`config.mk`:
```
export PLATFORM = sky130hd
export DESIGN_NAME = word32_axis_tx
export DESIGN_NICKNAME = d
export VERILOG_FILES = /design/src/rtl/word32_axis_tx.sv
export SDC_FILE = /design/constraint.sdc
export NUM_CORES = 1
export LEC_CHECK = 0
export CORE_MARGIN = 5
export CORE_UTILIZATION = 56
export CTS_CLUSTER_SIZE = 25
export DETAILED_ROUTE_END_ITERATION = 7
export PLACE_DENSITY_LB_ADDON = 0.1
export SLEW_MARGIN = 25
export SYNTH_ARGS = -nofsm -noshare
export SYNTH_HDL_FRONTEND = slang
export SYNTH_SLANG_ARGS = --single-unit
```
`constraint.sdc`:
```
create_clock -name clk -period 4.6 [get_ports clk]
set_input_delay 0.69 -clock clk [delete_from_list [all_inputs] [get_ports clk]]
set_output_delay 0.69 -clock clk [all_outputs]
set_load 0.01 [all_outputs]
```
`src/rtl/word32_axis_tx.sv`:
```
// Packer-to-DMA bridge: 32-bit word stream into an AXI4-Stream master through a
// first-word-fall-through FIFO. Optional status counters: WORD32_AXIS_TX_STATUS_CNT_EN.
module word32_axis_tx #(
  parameter int DEPTH = 16,
  parameter int AW    = 4
) (
  input  logic          clk,
  input  logic          rst,
  input  logic          in_valid,
  input  logic [31:0]   in_data,
  input  logic          in_last,
  output logic [31:0]   m_axis_tdata,
  output logic          m_axis_tvalid,
  input  logic          m_axis_tready,
  output logic          m_axis_tlast,
  output logic [3:0]    m_axis_tkeep,
  output logic [AW:0]   fill_level,
  output logic          ovf,
  input  logic          ovf_clr,
  output logic [15:0]   pkt_cnt,
  output logic [15:0]   drop_cnt
);

  typedef enum logic {IDLE, BUSY} pkt_state_t;

  logic [32:0]   mem [DEPTH];
  logic [AW-1:0] wr_ptr;
  logic [AW-1:0] rd_ptr;
  logic          full;
  logic          wr_en;
  logic          rd_en;
  logic          drop;
  pkt_state_t    state_q;
  pkt_state_t    state_d;

  // Fullness comes from the registered level, so a same-cycle read cannot rescue a write.
  assign full  = (fill_level == (AW + 1)'(DEPTH));
  assign wr_en = in_valid && !full;
  assign drop  = in_valid && full;
  assign rd_en = m_axis_tvalid && m_axis_tready;

  assign m_axis_tvalid = (fill_level != '0);
  assign m_axis_tdata  = mem[rd_ptr][31:0];
  assign m_axis_tlast  = mem[rd_ptr][32];
  assign m_axis_tkeep  = 4'hF;

  // NOTE: storage has no reset; tvalid masks stale entries, and a reset would block RAM inference.
  always_ff @(posedge clk) begin
    if (wr_en) mem[wr_ptr] <= {in_last, in_data};
  end

  // NOTE: all state registers use non-blocking assignments so every flop samples pre-edge values.
  always_ff @(posedge clk) begin
    if (rst) begin
      wr_ptr     <= '0;
      rd_ptr     <= '0;
      fill_level <= '0;
    end else begin
      if (wr_en) wr_ptr <= wr_ptr + 1'b1;
      if (rd_en) rd_ptr <= rd_ptr + 1'b1;
      case ({wr_en, rd_en})
        2'b10:   fill_level <= fill_level + 1'b1;
        2'b01:   fill_level <= fill_level - 1'b1;
        default: fill_level <= fill_level;
      endcase
    end
  end

  // Setting wins over a simultaneous clear so no drop event is ever lost.
  always_ff @(posedge clk) begin
    if (rst)          ovf <= 1'b0;
    else if (drop)    ovf <= 1'b1;
    else if (ovf_clr) ovf <= 1'b0;
  end

  // Packet tracker: observational only, it gates nothing.
  always_ff @(posedge clk) begin
    if (rst) state_q <= IDLE;
    else     state_q <= state_d;
  end

  // NOTE: default assigned first so every path drives state_d and no latch is inferred.
  always_comb begin
    state_d = state_q;
    if (rd_en) begin
      case (state_q)
        IDLE:    state_d = m_axis_tlast ? IDLE : BUSY;
        BUSY:    state_d = m_axis_tlast ? IDLE : BUSY;
        default: state_d = IDLE;
      endcase
    end
  end

`ifdef WORD32_AXIS_TX_STATUS_CNT_EN
  always_ff @(posedge clk) begin
    if (rst) begin
      pkt_cnt  <= '0;
      drop_cnt <= '0;
    end else begin
      if (rd_en && m_axis_tlast && pkt_cnt != 16'hFFFF) pkt_cnt  <= pkt_cnt + 1'b1;
      if (drop && drop_cnt != 16'hFFFF)                 drop_cnt <= drop_cnt + 1'b1;
    end
  end
`else
  assign pkt_cnt  = '0;
  assign drop_cnt = '0;
`endif

endmodule

```
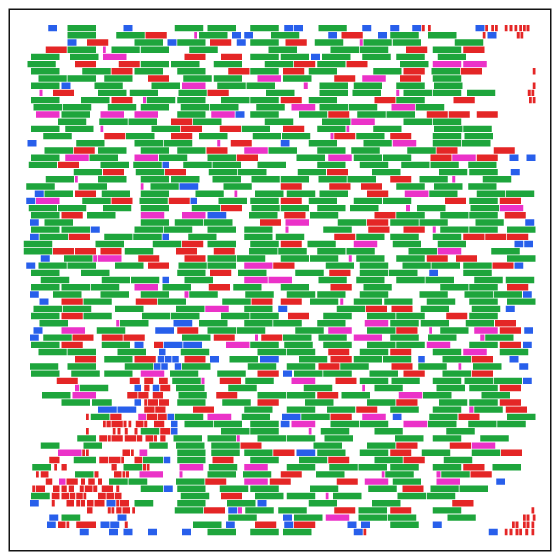
(images/cell_classes.png)
[flip-flops] green | cells: 546 | share of their area: 69%
[other buffers and delay cells] blue | cells: 107 | share of their area: 4.8%
[clock drivers and dummy loads] magenta | cells: 99 | share of their area: 7.0%
[all other logic] red | cells: 302 | share of their area: 19%
flop share of the area: 67.0%
core area: 37400 um^2
post-layout util: 64.8%

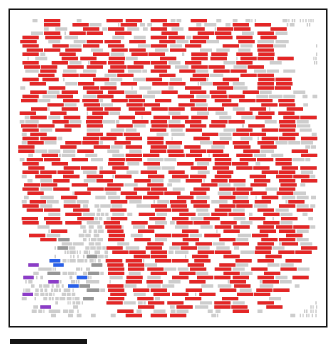
(images/registers.png)
Bar = 50 um. Other sequential cells in the stronger gray, the rest of the logic in the fainter gray.
[`mem`] red | placed flops: 528 | where: widely spread
[`fill_level`] purple | placed flops: 5 | where: lower left
[`rd_ptr`] blue | placed flops: 4 | where: lower left
not colored: 9

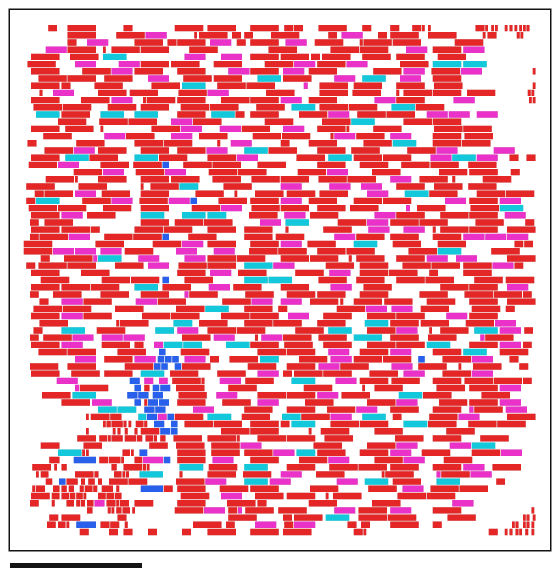
(images/drive_strength.png)
Bar = 50 um.
[drive 1 or less] red | cells: 767 | share: 73%
[drive 6 and up] cyan | cells: 70 | share: 6.6%
[drive 2] magenta | cells: 181 | share: 17%
[drive 3 to 4] blue | cells: 36 | share: 3.4%
PnR worst setup slack: 798 ps
Non-CTS buffers: 107
Design Area, Final: 24200 um^2

==> Changelog: implementation <==
### Metrics

- Largest register FFs: 528
- Post-DP HPWL: 22100 um
- Worst Setup End Kind: primary output
- Top delay family on crit path: multiplexers
- CP max stage cell: mux4_2
- Period utilization: 82.6%
- Max clock buf depth: 3
- Syn_area_per_cell: about 24 um^2
- Reg2reg end: fill_level[4]
- Dpl cells: 1466
- Hold Crit Start: ovf
- DIE AREA: roughly 42000 um^2
- Dominant register cell: edfxtp_1
- TNS Setup: 0 ps
- Buffers and inverters on the worst path: 2
- Site Rows: 71
- Tot GR Track Use: 20.7%
- Init Core Util: 56.4%
- Hold Path Sink: ovf
- Worst-path fanout max: ~55
- P_sw: around 2800 uW
- WS Path Type: flop to primary output
- Final wirelength: roughly 42000 um
- Number of logic gates: 297
- Initial antenna violation count: 1
- Worst r2r src: fill_level[1]
- YS warnings: 0
- Critical path capture point: m_axis_tdata[2]
- Slew margin rel.: 39.0%
- Max-Cap Viols: 0
- Clock transition at the registers of the reported paths: about 60 ps
- Hold Crit Class: flop to flop
- Residual DRC: 0
- Multi-input combinational cell area: ~4600 um^2
- # setup viols final: 0
- Root Driver: clkbuf_16
- Routing usage on met1: 30.6%
- R2R Setup Slk: ~1700 ps
- M1 WL: 17900 um
- Cells on Worst Hold Path: 2
- Yosys reg bits: roughly 550
- Worst endpoint required time: 3910 ps
- First-pass GRT wire length: 62700 um
- Die height: 204 um
- Largest power group: sequential cells
- P_seq: between 5000 and 6000 uW
- Clock-cell share of area: 6.79%
- Yosys xor share: 0.374%
- Largest logic family: multiplexers
- WHS: about 500 ps
- DP Area: about 23000 um^2
- Htree depth: 2
- Share of layout cells above drive strength 1: 27.2%
- 1st-pass router iterations: 5
- Met2 Use GR: roughly 33%
- N_taps: around 510
- ANT nets after route: 0
- Post-CTS sizing: 0
- And+or+nand+nor area frac: around 1.5%
- Detailed Route Iter0 Violations: 789
- Metal3 WL: 2350 um
- Mux share: 17.9%
- Post-synthesis compound-gate area fraction: 0.356%
- Num ports: 114
- Crit path time final: 3800 ps
- Nets: between 1000 and 1500
- Hold Vio Cnt, Final: 0
- Ys cells: 895
- Tool warnings: 29
- Fmax: ~0.26 GHz
- GRT Max-Usage Layer: met2
- Avg WL per Cell: 26.6 um
- Yosys stat chip area: between 20000 and 25000 um^2
- Startpoint types: flop
- Comb/total area: 18.9%
- Leading cell kind: registers
- Pre-CTS worst setup slack: 1290 ps
- Non-clk buf share: approximately 4.7%
- Regs by FF count: mem (528), fill_level (5)
- Status: finished, final reports clean
- Commonest Layout Cell: edfxtp_1
- Comb power frac: between 10% and 20%
- DR vias/cell: around 6
- Most flops, register: mem
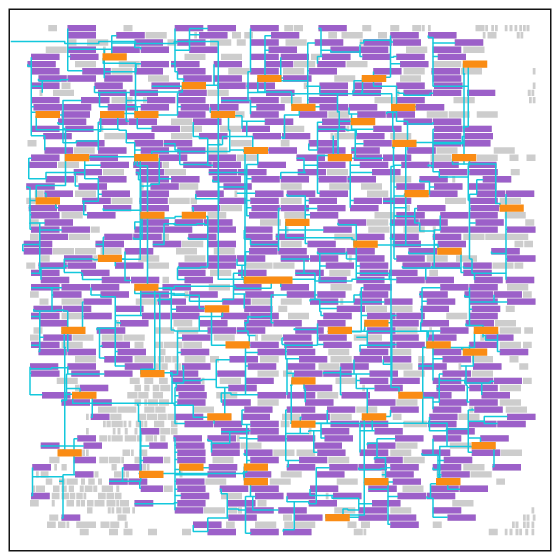
(images/clock_map.png)
[cells driving clock nets] orange | count: 54
[clock wires] cyan | length: 5740 um
[flip-flops] purple | count: 546
routed clock nets: 55
flops lie: widely spread
clk pwr: 4090 uW
clk_skew: 22.1 ps
Clk pwr share: 33.9%

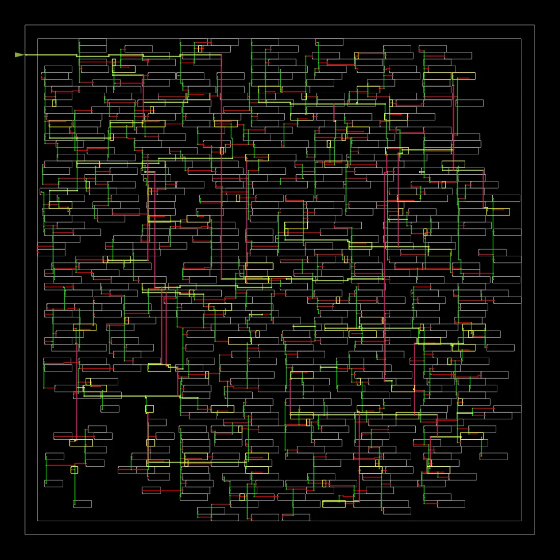
(images/final_clocks.png)
Skew-Pair Late Insertion Delay: 590 ps
CLK BUF: 72
CTS buffer count: 54
# clock sinks: 546

cells in the mapped netlist (all sizes together) (2+ instances only):
| master | count | area [um^2] |
|---|---|---|
| a21oi | 3 | 15.0 |
| mux2i | 3 | 30.0 |
| xnor2 | 3 | 26.3 |
| nand2b | 4 | 25.0 |
| dfxtp | 18 | 360 |
| nor3b | 2 | 15.0 |
| nor2 | 32 | 120 |
| nand4 | 2 | 12.5 |
| conb | 2 | 7.51 |
| xor2 | 6 | 52.6 |
| nor2b | 2 | 12.5 |
| clkbuf | 16 | 61.3 |
| edfxtp | 528 | 15900 |
| nor3 | 7 | 35.0 |
| buf | 65 | 457 |
| inv | 5 | 18.8 |
| mux2 | 2 | 22.5 |
| ha | 7 | 87.6 |
| mux4 | 165 | 3720 |
| nand2 | 8 | 30.0 |
Power is estimated from default activity; no workload was simulated.
